==> config.mk <==
export PLATFORM = sky130hd
export DESIGN_NAME = multicycle_control_fsm
export DESIGN_NICKNAME = d
export VERILOG_FILES = /design/src/rtl/multicycle_control_fsm.sv
export SDC_FILE = /design/constraint.sdc
export NUM_CORES = 1
export LEC_CHECK = 0
export CAP_MARGIN = 20
export CORE_MARGIN = 3
export CORE_UTILIZATION = 30
export CTS_CLUSTER_DIAMETER = 100
export CTS_CLUSTER_SIZE = 10
export DETAILED_ROUTE_END_ITERATION = 7
export PLACE_DENSITY = 0.72
export SLEW_MARGIN = 20
export SYNTH_ARGS = -nofsm -noshare
export SYNTH_HDL_FRONTEND = slang
export SYNTH_SLANG_ARGS = --single-unit
==> constraint.sdc <==
create_clock -name clk -period 1.9 [get_ports clk]
set_input_delay 0.38 -clock clk [delete_from_list [all_inputs] [get_ports clk]]
set_output_delay 0.38 -clock clk [all_outputs]
set_load 0.01 [all_outputs]
==> src/rtl/multicycle_control_fsm.sv <==
// Multi-cycle MIPS32 sequencer: steps fetch/decode/execute/memory/writeback,
// stalls on mem_ready, and drives all datapath mux selects and write enables.
module multicycle_control_fsm (
  input  logic       clk,
  input  logic       rst,
  input  logic [5:0] opcode,
  input  logic       mem_ready,
  output logic       pc_write,
  output logic       pc_write_cond,
  output logic [1:0] pc_source,
  output logic       ir_write,
  output logic       i_or_d,
  output logic       mem_read,
  output logic       mem_write,
  output logic       mem_to_reg,
  output logic       reg_dest,
  output logic       reg_write,
  output logic       alusrc_a,
  output logic [1:0] alusrc_b,
  output logic [2:0] aluop,
  output logic       instr_done,
  output logic       illegal_op,
  output logic [2:0] state
);

  localparam logic [5:0] OP_RTYPE = 6'h00;
  localparam logic [5:0] OP_SW    = 6'h01;
  localparam logic [5:0] OP_LW    = 6'h02;
  localparam logic [5:0] OP_ADDI  = 6'h03;
  localparam logic [5:0] OP_ANDI  = 6'h04;
  localparam logic [5:0] OP_ORI   = 6'h05;
  localparam logic [5:0] OP_BEQ   = 6'h06;
  localparam logic [5:0] OP_J     = 6'h07;

  typedef enum logic [2:0] {
    S_FETCH  = 3'd0,
    S_DECODE = 3'd1,
    S_EXEC   = 3'd2,
    S_MEM    = 3'd3,
    S_WB     = 3'd4,
    S_BRANCH = 3'd5,
    S_JUMP   = 3'd6
  } state_t;

  state_t cur, nxt;

  always_ff @(posedge clk or posedge rst) begin
    if (rst) cur <= S_FETCH;
    else     cur <= nxt;
  end

  assign state = cur;

  // Outputs decoded from state/opcode/mem_ready; reset forces every strobe low at once.
  always_comb begin
    pc_write      = 1'b0;
    pc_write_cond = 1'b0;
    pc_source     = 2'b00;
    ir_write      = 1'b0;
    i_or_d        = 1'b0;
    mem_read      = 1'b0;
    mem_write     = 1'b0;
    mem_to_reg    = 1'b0;
    reg_dest      = 1'b0;
    reg_write     = 1'b0;
    alusrc_a      = 1'b0;
    alusrc_b      = 2'b00;
    aluop         = 3'b000;
    instr_done    = 1'b0;
    illegal_op    = 1'b0;
    nxt           = S_FETCH;
    if (!rst) begin
      case (cur)
        S_FETCH: begin
          mem_read = 1'b1;
          alusrc_b = 2'b01;
          pc_write = mem_ready;
          ir_write = mem_ready;
          nxt      = mem_ready ? S_DECODE : S_FETCH;
        end
        S_DECODE: begin
          alusrc_b = 2'b11;
          case (opcode)
            OP_BEQ: nxt = S_BRANCH;
            OP_J:   nxt = S_JUMP;
            OP_RTYPE, OP_SW, OP_LW, OP_ADDI, OP_ANDI, OP_ORI: nxt = S_EXEC;
            default: begin
              illegal_op = 1'b1;
              instr_done = 1'b1;
              nxt        = S_FETCH;
            end
          endcase
        end
        S_EXEC: begin
          alusrc_a = 1'b1;
          case (opcode)
            OP_RTYPE: begin
              aluop = 3'b010;
              nxt   = S_WB;
            end
            OP_SW, OP_LW: begin
              alusrc_b = 2'b10;
              nxt      = S_MEM;
            end
            OP_ADDI: begin
              alusrc_b = 2'b10;
              nxt      = S_WB;
            end
            OP_ANDI: begin
              alusrc_b = 2'b10;
              aluop    = 3'b011;
              nxt      = S_WB;
            end
            OP_ORI: begin
              alusrc_b = 2'b10;
              aluop    = 3'b100;
              nxt      = S_WB;
            end
            default: nxt = S_FETCH;
          endcase
        end
        S_MEM: begin
          i_or_d = 1'b1;
          if (opcode == OP_LW) begin
            mem_read = 1'b1;
            nxt      = mem_ready ? S_WB : S_MEM;
          end else if (opcode == OP_SW) begin
            mem_write  = 1'b1;
            instr_done = mem_ready;
            nxt        = mem_ready ? S_FETCH : S_MEM;
          end else begin
            nxt = S_FETCH;
          end
        end
        S_WB: begin
          reg_write  = 1'b1;
          instr_done = 1'b1;
          reg_dest   = (opcode == OP_RTYPE);
          mem_to_reg = (opcode == OP_LW);
          nxt        = S_FETCH;
        end
        S_BRANCH: begin
          alusrc_a      = 1'b1;
          aluop         = 3'b001;
          pc_write_cond = 1'b1;
          pc_source     = 2'b01;
          instr_done    = 1'b1;
          nxt           = S_FETCH;
        end
        S_JUMP: begin
          pc_write   = 1'b1;
          pc_source  = 2'b10;
          instr_done = 1'b1;
          nxt        = S_FETCH;
        end
        default: nxt = S_FETCH;
      endcase
    end
  end

endmodule

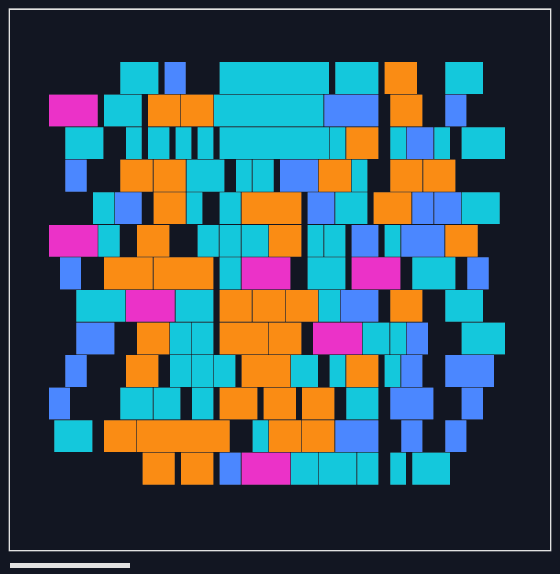
Fig. 1. Drive-strength map.
Scale bar: 10 um.
Blue marks x2, cells 27, share 20%. Magenta marks x6 and larger, cells 7, share 5.3%. Orange marks x3 and x4, cells 37, share 28%. Cyan marks x1 and smaller, cells 61, share 46%.

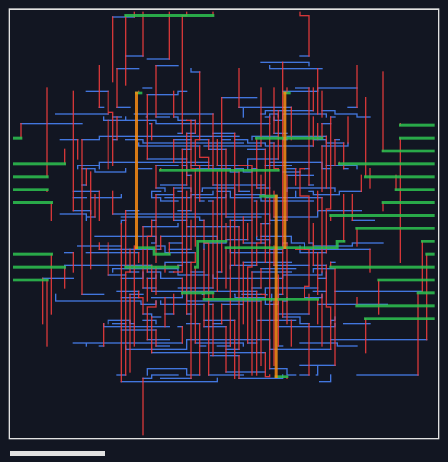
Fig. 2. Metal layers overlaid.
Scale bar: 10 um.
Orange marks M4, wire length 51.7 um. Blue marks M1, wire length 861 um. Green marks M3, wire length 198 um. Red marks M2, wire length 976 um.
final routed wirelength across all metal layers: 2090 um
overall routing resource usage: 21.4%
routed length per placed instance: 14.2 um
total number of vias: 789

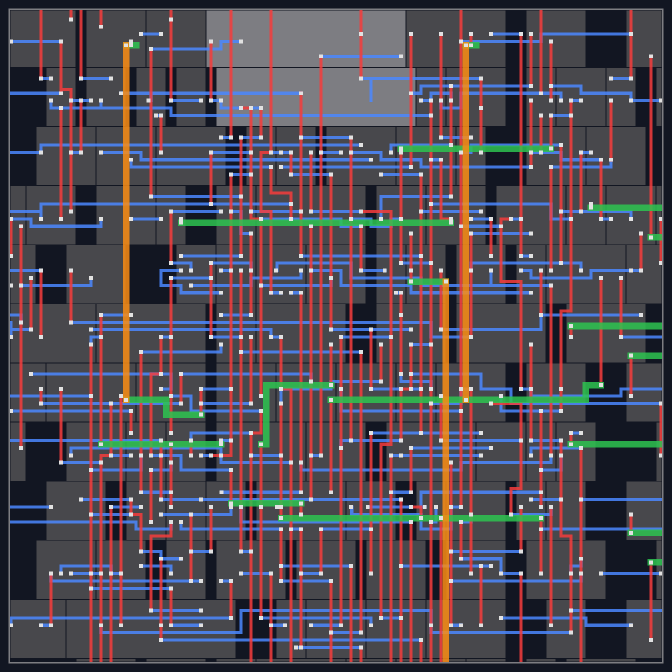
Fig. 3. Close-up of the layout.
Window x 8 to 38, y 8 to 38 um. Cells in grey, sequential cells in the stronger grey; small squares are vias.
Red marks M2. Green marks M3. Blue marks M1. Orange marks M4.
Netlist names of flops here include state (2). Sequential cells in the window: 2. Most frequent: buf_4 (23). 100 logic cells have their middle in the window.

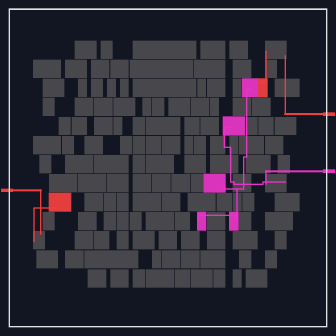
Fig. 4. Wires at chosen ports, followed through buffers.
Magenta marks rst, bits 1, direction input, edge right, end cells 5, buffers 2, wire 57.5 um. Red marks alusrc_b, bits 2, direction output, edge 1 right, 1 left, end cells 2, buffers 2, wire 37.1 um.

==> Flow_metrics.wiki <==
== Metrics ==
{| class="wikitable"
! Metric !! Value
|-
| Result of the run || finished, violations left
|-
| Violated checks || setup timing
|-
| Crit. path cell count || 6
|-
| Leakage Power || 0.501 nW
|-
| EDFF count, synth || 0
|-
| Post-route clock skew || 0.00404 ns
|-
| Max-cap violations || 0
|-
| Gpl congestion || 0.898
|-
| Worst min-delay path category || primary input to asynchronous set/reset pin
|-
| Number of design rule violations left after detail routing || 0
|-
| Hold_buf cts || 0
|-
| Number of buffers added by the clock tree synthesis step || 3
|-
| Number of clock-tree buffers in the layout || 4
|-
| Critical path buffers and inverters || 2
|-
| Net count after synthesis || 83
|-
| Comb area leader || simple AND/OR/NAND/NOR gates
|-
| Ratio of cells with drive above 1 in the final layout || 53.8%
|-
| Arrival time worst endpoint || 1.77 ns
|-
| Final count of negative-setup-slack endpoints || 7
|-
| Portion of the layout cell area used by clock cells || 2.56%
|-
| Post-Synth Adder-Cell Area || 0%
|-
| DRC violation total after the first TritonRoute iteration || 16
|-
| Num Clock Sinks || 3
|-
| WL met3 || 197 um
|-
| Antenna diodes || 0
|-
| Combinational power || 125 uW
|-
| Share of cell area taken by multi-input logic gates || 40.3%
|-
| Top routing layer in use || met4
|-
| Setup slack at placement || -0.942 ns
|-
| Top cells excl fill/tap || buf_4 (26), buf_2 (11), dlygate4sd2_1 (9)
|-
| Global-route track usage on met1 || 23.2%
|-
| Worst-Margin Slew || 0.492 ns
|-
| Critical path type || primary input to primary output
|-
| Post-DP HPWL || 1390 um
|-
| First-pass GRT wire length || 3170 um
|-
| Post-route core utilization || 75.2%
|-
| Area taken by flip-flops and latches || 75.1 um2
|-
| WP data required || 1.52 ns
|-
| Cell class contributing the biggest share of worst-path delay || simple AND/OR/NAND/NOR gates
|-
| Fin worst setup slack || -0.252 ns
|-
| Total number of nets in the final design || 142
|-
| Element type at the critical path end || primary output
|-
| Top-area cell share || 16.3%
|-
| Multi-input gates || 59
|-
| Chip area in the Yosys report || 459 um2
|-
| Cell chosen for the clock root || clkbuf_4
|-
| Largest net degree at the start of global routing || 10
|-
| Tapcells || 15
|-
| Most used flip-flop cell || dfrtp_1
|-
| Switching share of power || 31.4%
|-
| Main area contributors || dfrtp_1 (16%), nor3_1 (9.8%), nor2_1 (8.2%)
|-
| Largest register FFs || 3
|-
| Power density normalized to cell area || 297 nW/um2
|-
| Area of the chip || 2040 um2
|-
| Yosys aoi share || 23.2%
|-
| Clock-pin slew reported for the worst setup and hold paths after clock tree synthesis || 0.04 ns
|-
| Flop-to-flop setup slack || 0.28 ns
|-
| Slew margin rel. || 66.3%
|-
| Vias per cell || 5.37
|-
| Number of standard cells after synthesis || 74
|-
| Top Ports || 31
|-
| Port Buf Inserts || 30
|-
| Accumulated negative setup slack || -0.946 ns
|-
| Count of flip-flops and latches || 3
|-
| Async SR Flop Fraction || 100%
|-
| Post-Syn Area || 459 um2
|-
| Plain + repair buffers || 61
|-
| Fraction of the mapped netlist area in simple logic gates || 46.0%
|-
| Routing usage on met3 || 6.37%
|-
| Library cell with the largest summed area after synthesis || dfrtp_1
|-
| Die W || 45.1 um
|-
| Fraction of area in registers || 7.31%
|}
Power figures rest on the tool's default switching activity, not on a simulated workload.
